==> src/rtl/dz_tx_scanner.sv <==
// dz_tx_scanner: DZ11 transmit scanner and scheduler.
// Walks the 8 lines round-robin, one line every SCAN_DIV clocks, looking for a
// line that is enabled in TCR and whose UART transmitter is empty. It offers that
// line to the bus side as trdy/tline. The next TDR write then becomes a one-clock,
// one-hot load strobe into that line's UART.
//
// Ports:
//   clk, rst            clock; asynchronous active-high reset
//   csrMSE, csrTIE      CSR master scan enable, transmit interrupt enable
//   regTCR              per-line transmit enable
//   uartTXEMPTY         per-line UART transmit buffer empty
//   tdrWrite, tdrData   bus write strobe to TDR and the character written
//   trdy, tline         CSR TRDY / TLINE
//   uartTXLOAD          one-hot, one-clock load strobe to UART n
//   uartTXDATA          character presented to the UARTs, held between loads
//   txIntr              transmit interrupt request (level)
// All outputs are registered.

module dz_tx_scanner #(
  parameter int SCAN_DIV = 4
) (
  input  logic       clk,
  input  logic       rst,
  input  logic       csrMSE,
  input  logic       csrTIE,
  input  logic [7:0] regTCR,
  input  logic [7:0] uartTXEMPTY,
  input  logic       tdrWrite,
  input  logic [7:0] tdrData,
  output logic       trdy,
  output logic [2:0] tline,
  output logic [7:0] uartTXLOAD,
  output logic [7:0] uartTXDATA,
  output logic       txIntr
);

  localparam logic [7:0] DIV_LAST = 8'(SCAN_DIV - 1);

  typedef enum logic [1:0] {IDLE, SCAN, READY, LOAD} state_t;

  state_t     state, state_nx;
  logic [2:0] ptr, ptr_nx;
  logic [7:0] div, div_nx;
  logic       trdy_nx;
  logic [2:0] tline_nx;
  logic [7:0] load_nx;
  logic [7:0] data_nx;
  logic       intr_nx;

  always_ff @(posedge clk or posedge rst) begin
    if (rst) begin
      state      <= IDLE;
      ptr        <= 3'd0;
      div        <= 8'd0;
      trdy       <= 1'b0;
      tline      <= 3'd0;
      uartTXLOAD <= 8'd0;
      uartTXDATA <= 8'd0;
      txIntr     <= 1'b0;
    end else begin
      state      <= state_nx;
      ptr        <= ptr_nx;
      div        <= div_nx;
      trdy       <= trdy_nx;
      tline      <= tline_nx;
      uartTXLOAD <= load_nx;
      uartTXDATA <= data_nx;
      txIntr     <= intr_nx;
    end
  end

  always_comb begin
    state_nx = state;
    ptr_nx   = ptr;
    div_nx   = div;
    trdy_nx  = trdy;
    tline_nx = tline;
    load_nx  = 8'd0;        // the load strobe only ever lasts one clock
    data_nx  = uartTXDATA;  // character is held until the next load
    // Interrupt is a registered copy of trdy gated by TIE, one clock behind trdy.
    intr_nx  = trdy & csrTIE;

    if (!csrMSE) begin
      // Scanning disabled: drop any offered line. A load strobe already on the
      // outputs still clears on its own because load_nx defaults to 0.
      state_nx = IDLE;
      trdy_nx  = 1'b0;
      ptr_nx   = 3'd0;
      div_nx   = 8'd0;
    end else begin
      case (state)
        IDLE: begin
          state_nx = SCAN;
          trdy_nx  = 1'b0;
          ptr_nx   = 3'd0;
          div_nx   = 8'd0;
        end

        SCAN: begin
          if (div == DIV_LAST) begin
            div_nx = 8'd0;
            if (regTCR[ptr] && uartTXEMPTY[ptr]) begin
              tline_nx = ptr;
              trdy_nx  = 1'b1;
              state_nx = READY;
            end else begin
              ptr_nx = ptr + 3'd1;
            end
          end else begin
            div_nx = div + 8'd1;
          end
        end

        READY: begin
          // A write in the same clock as a TCR clear still gets its character out.
          if (tdrWrite) begin
            data_nx  = tdrData;
            load_nx  = 8'd1 << tline;
            trdy_nx  = 1'b0;
            state_nx = LOAD;
          end else if (!regTCR[tline]) begin
            trdy_nx  = 1'b0;
            ptr_nx   = tline + 3'd1;
            div_nx   = 8'd0;
            state_nx = SCAN;
          end
        end

        LOAD: begin
          // Resume the search just past the line that was served (fairness).
          ptr_nx   = tline + 3'd1;
          div_nx   = 8'd0;
          state_nx = SCAN;
        end

        default: begin
          state_nx = IDLE;
        end
      endcase
    end
  end

endmodule

==> config.mk <==
export PLATFORM = sky130hd
export DESIGN_NAME = dz_tx_scanner
export DESIGN_NICKNAME = d
export VERILOG_FILES = /design/src/rtl/dz_tx_scanner.sv
export SDC_FILE = /design/constraint.sdc
export NUM_CORES = 1
export LEC_CHECK = 0
export CAP_MARGIN = 30
export CORE_UTILIZATION = 45
export CTS_CLUSTER_SIZE = 16
export DETAILED_ROUTE_END_ITERATION = 8
export GPL_ROUTABILITY_DRIVEN = 0
export PLACE_DENSITY = 0.82
export SYNTH_ARGS = -nofsm -noshare
export SYNTH_HDL_FRONTEND = slang
export SYNTH_SLANG_ARGS = --single-unit
==> constraint.sdc <==
create_clock -name clk -period 2.93 [get_ports clk]
set_input_delay 0.586 -clock clk [delete_from_list [all_inputs] [get_ports clk]]
set_output_delay 0.586 -clock clk [all_outputs]
set_load 0.05 [all_outputs]
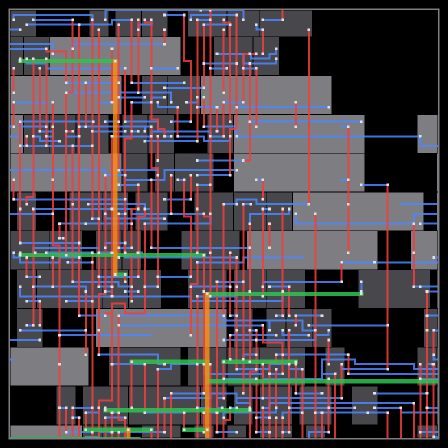
Figure 1: run 1, zoomed window.
Region (17, 29) to (47, 59) um. Cells in gray, sequential cells in the stronger gray; small squares are vias.
color	layer
orange	M4
red	M2
green	M3
blue	M1
sequential cells in the window	10
netlist names of flops here include	`div` (6), `state` (2)
cells with their middle in the window	72
most frequent	o21ai_0 (11), dfrtp_1 (10)

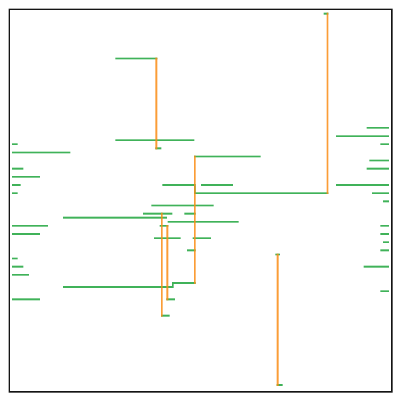
Figure 2: run 1, signal wires by layer.
Scale: 6 px per um. Two of the layers only.
color	layer	wire length
orange	M4	117 um
green	M3	223 um
detailed-route via count: 1,519
average wire per cell in the routed design: 15.2 um
GRT Overall Usage: 22.4%
overall routed net length: 4040 um

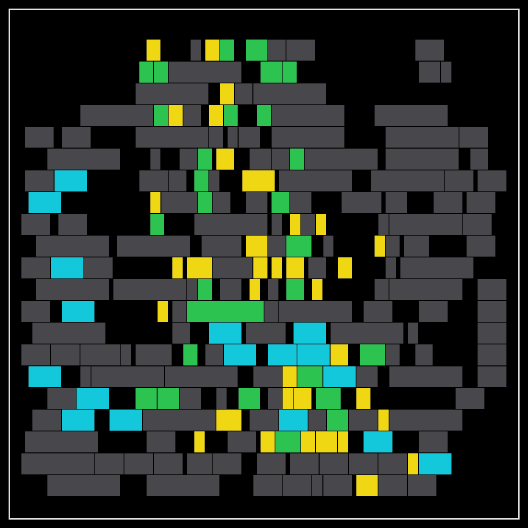
Figure 3: run 1, logic cells by family.
Scale: 8 px per um.
color	family	cells	most used
green	aoi and oai cells	28	o21ai_0
yellow	nand cells	35	nand2_1
cyan	mux cells	17	mux2_2
highest-count logic cell in the final layout: sky130_fd_sc_hd__clkdlybuf4s50_1
post-route non-filler standard cell count: 266

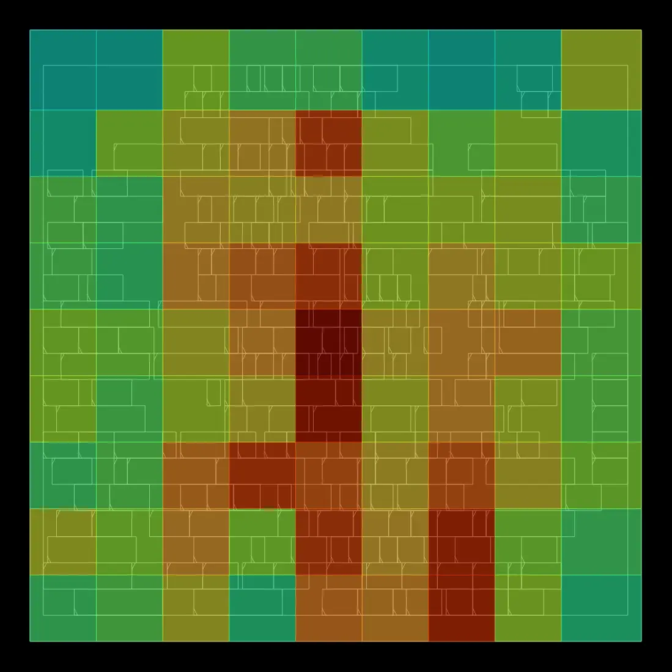
Figure 4: run 1, routing congestion map.
GR peak layer: met2
met3 usage in global routing: 6.34%

==> run summary, run 1 <==
On the backend side, the flow ran end to end.

The netlist uses 38 different library cells. Cells fill around two thirds of the core in the end. The fraction of standard cell area that is sequential stands at 36.3%.

The sum of negative setup slack stands at 0 ns. The total power divided by cell area stands at between 500 and 600 nW/um2. For the worst-skew pair, the clock arrives at the later sink with an insertion delay of 0.29 ns. The half-perimeter wire length after detailed placement stands at 3010 um. The data arrival at the endpoint of the critical path stands at 2.60 ns. The initial antenna violation count came to 0. The analysis attributes to net switching a power of 409 uW. The clock-cell share of area stands at 3.68%. The leakage power stands at 0.000984 uW. The worst setup path is launched from a flop. Listed in order, past its start point the critical path passes or3_1 > or4_1 > nand2_4 > o2111ai_4 > and2_0 > or4_1. The area growth from synthesis to final layout stands at 37.7%. TritonCTS built the clock tree.

For this design the top-level I/O count stands at 50. The script computed the net switching share of total power as 33.2%. The tally of yosys warning messages stands at 0. The chip area line in the Yosys stat output reads approximately 1700 um2. The number of buffers and inverters on the critical path stands at 0.

The sequential fraction of design power stands at 44.1%. Signal nets in the final route climb as high as met4. Static timing analysis puts the maximum clock frequency at around 410 MHz. The largest buffer count on any clock path stands at 2. The timing report shows the most common cell along the critical path to be sky130_fd_sc_hd__or4_1.

The number of gates given a new drive strength after cts stands at 0. The count of library flops with an enable pin stands at 0. After clock tree synthesis, the clock-pin slew on the worst setup and hold paths is approximately 0.07 ns. For this run the aggregate overflow at the end of global routing stands at 0. The layout report gives the multi-input gate share of total cell area as 34.3%.

The slew check shows that the tightest pin keeps a relative margin of 66.2%. The run finished with clean final reports. met2 track demand over resource after global routing is 38.0%. The number of diodes stands at 0.

The share of total power dissipated in combinational logic is 28.4%. The met3 wire length stands at around 220 um. After synthesis the netlist holds a flip-flop and latch count of 34. The actual transition at the worst max-transition pin stands at ~0.5 ns. The design has 34 sequential cells. The time the final worst path needs with I/O delays and setup stands at 2.45 ns.

Per report_power, the clock group accounts for 27.5% of the total. The final critical-path share of the clock period stands at a little over four fifths. The post-route netlist has about 14% of its cells at a drive strength greater than 1. The non-clock inverters instantiated in the layout total 3. The number of inserted filler cells in the final layout stands at 277. The net count of the finished layout stands at ~250. The number of well taps stands at 46. In the final run the clock tree shows a worst skew of about 0.0061 ns. After synthesis, flip-flops and latches occupy 50.0% of the total area. The via density per instance stands at 5.71. The routed layout reports a DRC error count of 0. Among all stages on the critical path, the maximum delay recorded is 0.49 ns. The floorplan step set the die width to ~64 um.

The tree built by TritonCTS fans out to 34 sinks. The final number of max-transition violations stands at 0. The maximum number of pins on one net before global-route repair stands at 35.

In this run the cell area of the synthesized design comes to 1700 um2. The peak supply drop stands at 0.469 mV. The setup-violating endpoint count in the final report stands at 0. The wire length of the first global-routing pass stands at 6970 um. Per the OpenROAD floorplan log, the area of the core is 3470 um2. The cell internal power dissipation stands at around 820 uW. The met2 wire length stands at between 2000 and 2500 um. After clock tree synthesis, the flow added hold-fix buffers numbering 0. Once the floorplan was initialized, standard cells occupied 49.1% of the core. Setup repair after global routing left no endpoint under its margin. From bottom edge to top edge, the die measures 63.5 um. In the final layout, the clock buffer count is 6. The count of tool warnings stands at 26. Checking hold timing, the worst path is listed with class flop to flop. met1 track demand over resource after global routing is 26.1%. In the per-layer breakdown of the detailed-route log, met1 shows 1680 um. The count of H-tree levels built during CTS stands at 2. In this run the maximum-capacitance check reported violations numbering 0.

The area taken by sequential standard cells is reported as 851 um2. The number of global-route vias before repair came to 1,530. The worst setup path is of the flop to flop kind. The average instance area after synthesis stands at 10.3 um2. The synthesized instance count is between 150 and 200. The first-pass iteration count of the detailed router stands at 4. The die covers 4030 um2. The worst endpoint required time stands at a little over 3 ns. In this run the core area contains 21 standard-cell rows.
==> run 1: logic make-up (layout without fill, tap and decap cells) <==
family	count (synthesis)	in the layout	synth area share (%)
buffers and inverters	12	66	2.87
adder cells (fa/ha/maj)	2	2	1.47
flip-flops	34	34	50.0
multiplexers	17	17	11.0
AND-OR/OR-AND	29	29	12.2
AND/OR/NAND/NOR	72	72	22.5
==> run 1: path summary, 6_finish.rpt <==
kind | start | end | depth (start not counted)
hold / removal | div[7]$_DFFE_PP0P_ | div[7]$_DFFE_PP0P_ | 1
setup / recovery | div[4]$_DFFE_PP0P_ | ptr[2]$_DFFE_PP0P_ | 6
setup reg to reg | div[4]$_DFFE_PP0P_ | ptr[2]$_DFFE_PP0P_ | 6
min in group asynchronous | rst | state[0]$_DFFE_PP0P_ | 3
hold reg to reg | div[7]$_DFFE_PP0P_ | div[7]$_DFFE_PP0P_ | 1
max in group asynchronous | rst | ptr[1]$_DFFE_PP0P_ | 3
==> run 1: cell usage after synthesis (2+ instances only) <==
library cell,number,area (um2)
sky130_fd_sc_hd__clkbuf_1,7,26.3
sky130_fd_sc_hd__mux2_2,14,158
sky130_fd_sc_hd__a32oi_1,2,17.5
sky130_fd_sc_hd__o2111ai_1,2,17.5
sky130_fd_sc_hd__nand3_1,11,55.1
sky130_fd_sc_hd__or2_2,2,12.5
sky130_fd_sc_hd__nor3_1,7,35.0
sky130_fd_sc_hd__nand2b_1,2,12.5
sky130_fd_sc_hd__nand3b_1,3,22.5
sky130_fd_sc_hd__mux2i_1,3,30.0
sky130_fd_sc_hd__ha_1,2,25.0
sky130_fd_sc_hd__nor2b_1,2,12.5
sky130_fd_sc_hd__dfrtp_1,34,851
sky130_fd_sc_hd__a21oi_1,2,10.0
sky130_fd_sc_hd__a31oi_1,2,12.5
sky130_fd_sc_hd__nor2_1,12,45.0
sky130_fd_sc_hd__nor4_1,2,12.5
sky130_fd_sc_hd__and3_1,5,31.3
sky130_fd_sc_hd__nand2_1,14,52.6
sky130_fd_sc_hd__nand4_1,2,12.5
sky130_fd_sc_hd__inv_1,3,11.3
sky130_fd_sc_hd__o21ai_0,12,60.1
sky130_fd_sc_hd__or4_1,2,15.0
sky130_fd_sc_hd__o31ai_1,4,30.0
sky130_fd_sc_hd__nand4b_1,2,17.5
==> run 1: power groups by stage <==
stage	Combinational [uW]	Clock (uW)	Sequential (uW)
after floorplan	100	0	667
after global placement	345	0	550
after detailed placement	352	0	554
after CTS	354	343	545
after global routing	371	365	550
final	350	339	544
==> run 1: metrics by stage <==
stage | hold slack [ns] | setup slack, ns | power, uW | cells | cell area (um2)
after floorplan | 0.440 | 0.499 | 767 | 166 | 1700
after global placement | 0.465 | 0.316 | 895 | 258 | 2260
after detailed placement | 0.480 | 0.237 | 906 | 258 | 2260
after CTS | 0.497 | 0.483 | 1240 | 266 | 2340
after global routing | 0.517 | 0.405 | 1290 | 266 | 2340
final | 0.493 | 0.481 | 1230 | 266 | 2340
==> run 1: flip-flops by register name, indices dropped and copies added (netlist names) <==
register,cells
txIntr,1
state,2
tline,3
uartTXLOAD,8
div,8
uartTXDATA,8
ptr,3
trdy,1
Figure 5. M1 wires (run 1).
Scale: 6 px per um. Supply wires on this layer in gray.
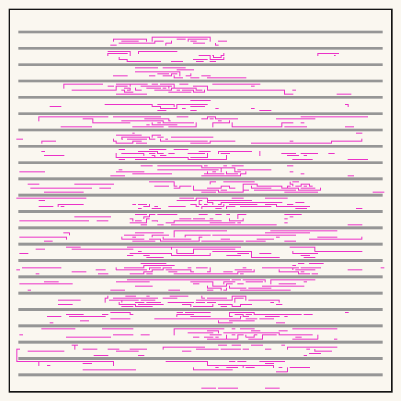

==> run 2: changes to the inputs <==
--- a/config.mk
+++ b/config.mk
@@ -6,11 +6,11 @@
 export NUM_CORES = 1
 export LEC_CHECK = 0
 export CAP_MARGIN = 30
-export CORE_UTILIZATION = 45
+export CORE_UTILIZATION = 42
 export CTS_CLUSTER_SIZE = 16
 export DETAILED_ROUTE_END_ITERATION = 8
 export GPL_ROUTABILITY_DRIVEN = 0
-export PLACE_DENSITY = 0.82
+export PLACE_DENSITY = 0.8
 export SYNTH_ARGS = -nofsm -noshare
 export SYNTH_HDL_FRONTEND = slang
 export SYNTH_SLANG_ARGS = --single-unit
==> constraint.sdc (replaced) <==
create_clock -name clk -period 2.1 [get_ports clk]
set_input_delay 0.42 -clock clk [delete_from_list [all_inputs] [get_ports clk]]
set_output_delay 0.42 -clock clk [all_outputs]
set_load 0.05 [all_outputs]
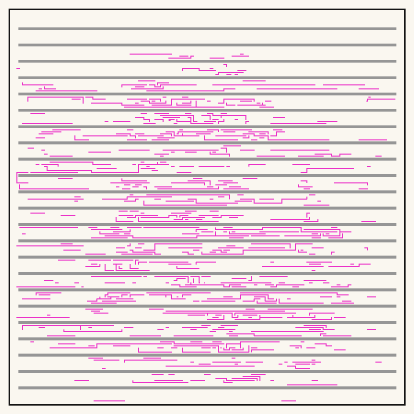
Figure 6: run 2, M1 wires.
Scale: 6 px per um. Supply wires on this layer in gray.
nets with wire on the layer	228
longest straight run	19.8 um
share of all routed wire	43%
wire length on this layer	1,790 um
met1 usage in global routing: 27.4%
detailed-route via count: 1,578
overall routed net length: 4160 um

==> run 2 against run 1 <==
Sequential cell count did not move. Highest routed layer unchanged. Maximum frequency rose by 18%. Worst hold slack got worse by 0.0015 ns. Clock-buffer cell count rose by 2.
==> run summary, run 2 <==
On the backend side, the flow ran end to end.

The synthesized area was 1700 um2 (unchanged). The chip footprint stands at 4310 um2 (+6.9%). The number of placed I/O pins came to 50 (unchanged). The core utilization at floorplan was 45.2% (-3.9 points). In the post-synthesis netlist, the biggest area contributors are sky130_fd_sc_hd__dfrtp_1 50%, sky130_fd_sc_hd__mux2_2 9.3%, sky130_fd_sc_hd__o21ai_0 3.5%.

Of all cell types, the one taking the most synthesized area is sky130_fd_sc_hd__dfrtp_1. The worst slew margin relative to its limit is 66.1% (-0.10 points). The total power divided by cell area stands at 728 nW/um2 (+38%). STA classifies the critical path startpoint as a flop.

The count of tool warnings was 28 (+7.7%). The worst endpoint required time was 2.26 ns (-0.82 ns). The number of cells reported by Yosys stat comes to around 170. The area of the core stands at 3770 um2 (+8.7%).

The wire length of the first global-routing pass stands at 7180 um (+3.1%). The largest buffer count on any clock path came to 2 (unchanged). The routed wire length per instance stands at 14.6 um (-3.8%). The area growth from synthesis to final layout stands at 48.9%.

The overall power of the completed layout was 1850 uW (+50%). The clock share of power is 30.4% (+2.9 points). The highest achievable clock rate stands at 481 MHz (+18%).

The number of remaining DRC errors stands at 0 (unchanged). The number of cells after detailed placement was 275 (+6.6%). The share of layout cells above drive strength 1 stands at 24.5% (+10 points). The critical path goes through ha_2 > nand2b_4 > or4_4 > nand2_4 > o2111ai_4 > and2_0 > or4_1. The clock insertion delay at the later pin of the skew report came to 0.29 ns (about the same).

The overall track demand over capacity in global routing was 22.4% (-0.050 points). The final number of max-transition violations was 0 (unchanged). Setup repair after global routing could not meet its margin everywhere.

The number of global-route vias before repair came to 1,583 (+3.5%). In the final layout, the registers with the most flip-flops are div x8, uartTXDATA x8, uartTXLOAD x8. The final antenna-violating net count stands at 0. The count of H-tree levels built during CTS came to 2 (unchanged). By instance count after routing, the leading logic cell type is sky130_fd_sc_hd__clkdlybuf4s50_1. The via density per instance is 5.54 (-3.0%). The setup-violating endpoint count in the final report stands at 0 (unchanged). The number of violations of the max-capacitance limit stands at 0 (unchanged).

The leftover overflow at the end of global routing was 0 (unchanged). The global router reports that the layer with the highest usage is met2. The clock-pin transition on the worst setup and hold timing paths stands at 0.07 ns (about the same). The peak supply drop was 0.584 mV (+24%).

The number of distinct standard cells referenced by the synthesized netlist stands at 38 (unchanged). The post-synthesis register bit count came to 34 (unchanged). The maximum number of pins on one net before global-route repair is 35 (unchanged).

The delay of the slowest critical-path stage is 0.52 ns (+0.03 ns). The actual transition at the worst max-transition pin is 0.506 ns (+0.00157 ns). The sequential fraction of the synthesis area stands at 50.0% (unchanged). The chip area line of the yosys report came to 1700 um2 (unchanged). The initial antenna violation count stands at 0 (unchanged). TritonCTS built the clock tree. The number of buffers and inverters on the critical path came to 0 (unchanged). The leakage power stands at 0.00110 uW (+12%). The cell internal power dissipation stands at 1270 uW (+54%). The part of the power in combinational logic was 28.4% (about the same). The cts-stage hold buffer count stands at 0 (unchanged). The final critical-path share of the clock period stands at 99.0% (+15 points).

The area share of the leading cell type in the synthesized netlist is 50.0% (unchanged). The count of library flops with an enable pin is 0 (unchanged). The power dissipated by switching net loads came to 574 uW (+40%). The data arrival at the endpoint of the critical path stands at 2.24 ns (-0.36 ns).

The time the final worst path needs with I/O delays and setup is 2.08 ns (-0.370 ns). The horizontal extent of the die was 65.7 um (+3.4%). The run finished with clean final reports. In the synthesized netlist, the cells that appear most often are 34 x sky130_fd_sc_hd__dfrtp_1, 14 x sky130_fd_sc_hd__mux2_2, 14 x sky130_fd_sc_hd__nand2_1, 12 x sky130_fd_sc_hd__nor2_1, 12 x sky130_fd_sc_hd__o21ai_0.

The cell row count stands at 22 (+4.8%). The net count of the finished layout stands at 267 (+6.8%). The first-pass iteration count of the detailed router stands at 4 (unchanged). Looking at the setup timing report, the critical path kind is flop to flop.

The tightest min-delay check is of the flop to flop type. The tally of yosys warning messages stands at 0 (unchanged). The global-route met3 utilization came to 3.82% (-2.5 points).

The met2 track demand over resource is 37.4% (-0.66 points). The number of diodes stands at 0 (unchanged). The switching power share of the total stands at 31.1% (-2.1 points). The average instance area after synthesis came to 10.3 um2 (unchanged).

The clock sink count stands at 34 (unchanged). sky130_fd_sc_hd__dfrtp_1 is the most common cell in the netlist. The sequential fraction of design power is 41.2% (-2.9 points).

The die span in y was 65.7 um (+3.4%). The clock tree skew after final layout stands at 0.00573 ns (-0.000338 ns). The post-layout instance count excluding filler cells stands at 285 (+7.1%). The instance tally after logic synthesis stands at 166 (unchanged). The half-perimeter wire length after detailed placement came to 3040 um (+0.90%).
-- run 2: netlist changes by cell type in the layout (fill, tap and decap cells not counted), moves of 2 or more --
cell,before,now
sky130_fd_sc_hd__dlymetal6s2s_1,0,2
sky130_fd_sc_hd__clkbuf_8,5,8
sky130_fd_sc_hd__buf_4,6,24
sky130_fd_sc_hd__clkdlybuf4s50_1,49,45
-- run 2: layout make-up --
class                           count  area (um2)
Clock buffer                        8         110
Fill cell                         300        1240
Inverter                            3        11.3
Multi-Input combinational cell    120         835
Sequential cell                    34         852
Tap cell                           48        60.1
Timing Repair Buffer               72         667
-- run 2: power by group through the flow --
stage	registers [uW]	logic, uW	clock network [uW]
after floorplan	930	140	0
after global placement	765	508	0
after detailed placement	771	515	0
after CTS	759	523	574
after global routing	769	551	600
final	760	524	562
-- run 2: final timing paths --
path / from / end / slack (ns) / depth (start not counted)
max in group asynchronous: rst / tline[2]$_DFFE_PP0P_ / 1.25 / 3
worst max register to register: div[0]$_DFFE_PP0P_ / ptr[2]$_DFFE_PP0P_ / 0.02 / 7
worst min-delay path: tline[0]$_DFFE_PP0P_ / uartTXLOAD[0]$_DFF_PP0_ / 0.49 / 1
min in group asynchronous: rst / div[0]$_DFFE_PP0P_ / 0.53 / 3
worst min register to register: tline[0]$_DFFE_PP0P_ / uartTXLOAD[0]$_DFF_PP0_ / 0.49 / 1
worst max-delay path: div[0]$_DFFE_PP0P_ / ptr[2]$_DFFE_PP0P_ / 0.02 / 7
-- run 2: kinds of logic after synthesis --
logic type | share of synthesized area, %
flops | 50.0
simple gates | 22.5
fa+ha+maj | 1.47
buf+inv | 2.87
mux | 11.0
compound gates | 12.2
-- run 2: stage by stage --
stage	util (%)	hold slack, ns	instance area [um2]	setup slack [ns]
floorplan	-	0.440	1710	-0.132
global placement	62.8	0.469	2370	-0.266
detailed placement	62.8	0.477	2370	-0.337
CTS	66.2	0.494	2490	0.00420
global route	67.2	0.516	2530	-0.0879
finish	67.2	0.492	2530	0.0209
-- run 2: timing repair --
action / 4_1_cts / 5_1_grt
endpoints found under the setup margin: 4 / 5
pin swaps: 3 / 2
resized: 2 / 7
setup buffers: 1 / 1
-- run 2: worst reg2reg max path, stage by stage, from the launching register on --
cell                        delay [ns]
sky130_fd_sc_hd__dfrtp_1          0.37
sky130_fd_sc_hd__ha_2             0.23
sky130_fd_sc_hd__nand2b_4         0.07
sky130_fd_sc_hd__or4_4            0.52
sky130_fd_sc_hd__nand2_4          0.10
sky130_fd_sc_hd__o2111ai_4        0.12
sky130_fd_sc_hd__and2_0           0.16
sky130_fd_sc_hd__or4_1            0.39
-- run 2: per-layer routing --
layer | wire [um] | part of all wire (%)
met2 | 2100 | 51
met5 | 0 | 0
met3 | 195 | 4.7
met4 | 78 | 1.9
met1 | 1790 | 43
==> run 3: changes to the inputs <==
--- a/config.mk
+++ b/config.mk
@@ -9,7 +9,7 @@
 export CORE_UTILIZATION = 42
 export CTS_CLUSTER_SIZE = 16
 export DETAILED_ROUTE_END_ITERATION = 8
-export GPL_ROUTABILITY_DRIVEN = 0
+export GPL_ROUTABILITY_DRIVEN = 1
 export PLACE_DENSITY = 0.8
 export SYNTH_ARGS = -nofsm -noshare
 export SYNTH_HDL_FRONTEND = slang
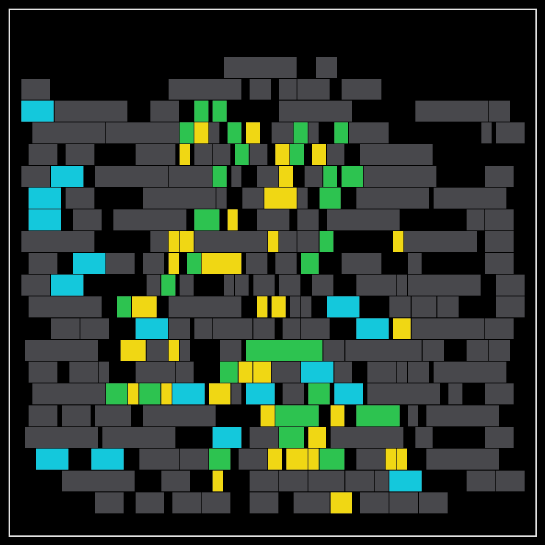
Figure 7: run 3, logic cells by family.
Scale: 8 px per um.
color	family	cells	most used
cyan	mux cells	17	mux2_2
green	aoi and oai cells	28	o21ai_0
yellow	nand cells	35	nand2_1
fraction of area in multi-input gates: 32.9%
post-route non-filler standard cell count: 285

==> run 3 against run 2 <==
Total power stayed put. Sequential cell count stayed put. Clock power hardly changed. First-iteration DRC count stayed put. Maximum frequency stayed put. Cell count stayed put. Non-clock buffer count stayed put. Via count stayed put. Clock-buffer cell count stayed put. Worst hold slack stayed put. Setup slack stayed put.
==> run summary, run 3 <==
On the backend side, the flow ran end to end.

The sequential fraction of the synthesis area stands at 50.0% (unchanged). The largest total area in the synthesized netlist belongs to sky130_fd_sc_hd__dfrtp_1. Per the cell usage report, the commonest logic cell in the layout is sky130_fd_sc_hd__clkdlybuf4s50_1. The largest registers in the layout are div x8, uartTXDATA x8, uartTXLOAD x8. STA classifies the critical path startpoint as a flop. The tree is rooted in a sky130_fd_sc_hd__clkbuf_8. The clock tree skew after final layout came to 0.00573 ns (unchanged).

The count of tool warnings was 28 (unchanged). The cell row count stands at 22 (unchanged). The number of distinct standard cells referenced by the synthesized netlist came to 38 (unchanged). The final number of max-transition violations is 0 (unchanged). The chip area line of the yosys report stands at 1700 um2 (unchanged). The time the final worst path needs with I/O delays and setup is 2.08 ns (unchanged).

Global route summary, busiest routing layer listed as met2. The cts-stage hold buffer count stands at 0 (unchanged). Setup repair after global routing could not meet its margin everywhere. The final worst setup slack stands at 0.0209 ns (unchanged).

The tally of yosys warning messages stands at 0 (unchanged). The met2 track demand over resource was 37.4% (unchanged). The min-delay analysis places its worst path in the category flop to flop. The final critical-path share of the clock period was 99.0% (unchanged).

The length in cells of the worst reg-to-reg path stands at 7 (unchanged). The worst endpoint required time stands at 2.26 ns (about the same). The vias after detailed routing stands at 1,578 (unchanged). The clock insertion delay at the later pin of the skew report came to 0.29 ns (about the same).

The first-pass iteration count of the detailed router stands at 4 (unchanged). The clock sink count was 34 (unchanged). The count of H-tree levels built during CTS is 2 (unchanged). The number of diodes stands at 0 (unchanged). Sorting the synthesized cells by area gives the leading types as sky130_fd_sc_hd__dfrtp_1 50%, sky130_fd_sc_hd__mux2_2 9.3%, sky130_fd_sc_hd__o21ai_0 3.5%. STA classifies the critical path endpoint as a flop. The largest buffer count on any clock path was 2 (unchanged). Yosys reports that the most numerous cell types are 34 x sky130_fd_sc_hd__dfrtp_1, 14 x sky130_fd_sc_hd__mux2_2, 14 x sky130_fd_sc_hd__nand2_1, 12 x sky130_fd_sc_hd__nor2_1, 12 x sky130_fd_sc_hd__o21ai_0. The wire length of the first global-routing pass came to 7180 um (unchanged). The horizontal extent of the die stands at 65.7 um (unchanged). In the synthesized netlist the dominant register cell turns out to be sky130_fd_sc_hd__dfrtp_1. The initial antenna violation count stands at 0 (unchanged). The number of global-route vias before repair stands at 1,583 (unchanged). The worst setup timing slack at the placement stage was -0.337 ns (unchanged). The TritonCTS buffer count stands at 5. The global-route met3 utilization stands at 3.82% (unchanged).

The leakage power is 0.00110 uW (unchanged). The count of library flops with an enable pin stands at 0 (unchanged). The most common cell in the synthesized netlist is sky130_fd_sc_hd__dfrtp_1. The cell depth of the worst min-delay path came to 1 (unchanged).

The global-route track usage on met1 came to 27.4% (unchanged). The instance tally after logic synthesis came to 166 (unchanged). The final antenna-violating net count is 0 (unchanged). The chip footprint came to 4310 um2 (unchanged).

For reference, the most critical setup path is categorized as flop to flop. The post-synthesis register bit count stands at 34 (unchanged). The area share of the leading cell type in the synthesized netlist is 50.0% (unchanged). The peak supply drop stands at 0.584 mV (unchanged). The core utilization at floorplan stands at 45.2% (unchanged). The data arrival at the endpoint of the critical path is 2.24 ns (about the same). The number of I/O port buffers stands at approximately 49. The yosys stat cell total stands at 166 (unchanged). The overall track demand over capacity in global routing came to 22.4% (unchanged). The half-perimeter wire length after detailed placement stands at 3040 um (unchanged). The maximum number of pins on one net before global-route repair stands at 35 (unchanged). The die span in y stands at 65.7 um (unchanged). The number of violations of the max-capacitance limit stands at 0 (unchanged). The total length of routed wires is 4160 um (unchanged). The net count of the finished layout came to 267 (unchanged). The routed wire length per instance came to 14.6 um (unchanged). TritonCTS built the clock tree. The number of placed I/O pins stands at 50 (unchanged). The highest achievable clock rate stands at 481 MHz (unchanged). The synthesized area stands at 1700 um2 (unchanged). The run finished with clean final reports. The leftover overflow at the end of global routing stands at 0 (unchanged).

In the layout the commonest cells are 45 x sky130_fd_sc_hd__clkdlybuf4s50_1, 33 x sky130_fd_sc_hd__dfrtp_1, 24 x sky130_fd_sc_hd__buf_4. The via density per instance stands at 5.54 (unchanged). The number of remaining DRC errors was 0 (unchanged). The clock-pin transition on the worst setup and hold timing paths is 0.07 ns (about the same).

The share of layout cells above drive strength 1 stands at 24.5% (unchanged). The setup-violating endpoint count in the final report stands at 0 (unchanged). The overall power of the completed layout stands at 1850 uW (unchanged). The area growth from synthesis to final layout is 48.9% (unchanged). The total power divided by cell area was 728 nW/um2 (unchanged). The area of the core came to 3770 um2 (unchanged). The worst slew margin relative to its limit stands at 66.1% (unchanged). The average instance area after synthesis stands at 10.3 um2 (unchanged). The actual transition at the worst max-transition pin stands at 0.506 ns (unchanged).
==> run 3: cell counts after synthesis <==
No cell type changed its count.
==> run 3: layout make-up <==
cell class / instances / area [um2]
inverter: 3 / 11.3
clock buffer: 8 / 110
tap: 48 / 60.1
sequential: 34 / 852
fill: 300 / 1240
timing repair buffer: 72 / 667
multi-input combinational: 120 / 835
==> run 3: timing repair <==
action | in CTS | in global routing
pin swaps | 3 | 2
endpoints found under the setup margin | 4 | 5
resized | 2 | 7
hold endpoints to repair | 0 | 0
buffers inserted | 1 | 1
==> run 3: routing by layer <==
layer | routed length, um | up-vias | part of all wire, %
met5 | 0 | - | 0
met4 | 78 | 0 | 1.9
met3 | 195 | 7 | 4.7
met2 | 2100 | 52 | 51
met1 | 1790 | 770 | 43
li1 | - | 749 | -
==> run 3: logic make-up (layout without fill, tap and decap cells) <==
group | Yosys count | in the layout | synth area share, %
AND/OR/NAND/NOR | 72 | 72 | 22.5
multiplexers | 17 | 17 | 11.0
buffers and inverters | 12 | 83 | 2.87
AND-OR/OR-AND | 29 | 29 | 12.2
flip-flops | 34 | 34 | 50.0
adder cells (fa/ha/maj) | 2 | 2 | 1.47
==> run 3: final timing paths <==
| check | startpoint | endpoint | slack [ns] |
|---|---|---|---|
| hold reg to reg | tline[0]$_DFFE_PP0P_ | uartTXLOAD[0]$_DFF_PP0_ | 0.49 |
| max in group asynchronous | rst | tline[2]$_DFFE_PP0P_ | 1.25 |
| setup / recovery | div[0]$_DFFE_PP0P_ | ptr[2]$_DFFE_PP0P_ | 0.02 |
| min in group asynchronous | rst | div[0]$_DFFE_PP0P_ | 0.53 |
| setup reg to reg | div[0]$_DFFE_PP0P_ | ptr[2]$_DFFE_PP0P_ | 0.02 |
| hold / removal | tline[0]$_DFFE_PP0P_ | uartTXLOAD[0]$_DFF_PP0_ | 0.49 |
==> run 3: stage by stage <==
step,util [%],hold slack (ns),instances,area [um2],TNS [ns]
global placement,62.8,0.469,275,2370,-0.795
floorplan,-,0.440,166,1710,-0.170
global route,67.2,0.516,285,2530,-0.0907
finish,67.2,0.492,285,2530,0
detailed placement,62.8,0.477,275,2370,-1.18
CTS,66.2,0.494,284,2490,0
==> run 3: power by group <==
group,internal [uW],switching (uW)
logic,227,297
clock network,331,231
registers,714,45.6
total,1270,574
==> run 3: critical path, stage by stage, from the launching register on <==
cell,delay (ns)
sky130_fd_sc_hd__dfrtp_1,0.37
sky130_fd_sc_hd__ha_2,0.23
sky130_fd_sc_hd__nand2b_4,0.07
sky130_fd_sc_hd__or4_4,0.52
sky130_fd_sc_hd__nand2_4,0.10
sky130_fd_sc_hd__o2111ai_4,0.12
sky130_fd_sc_hd__and2_0,0.16
sky130_fd_sc_hd__or4_1,0.39
Power is estimated from default activity; no workload was simulated.
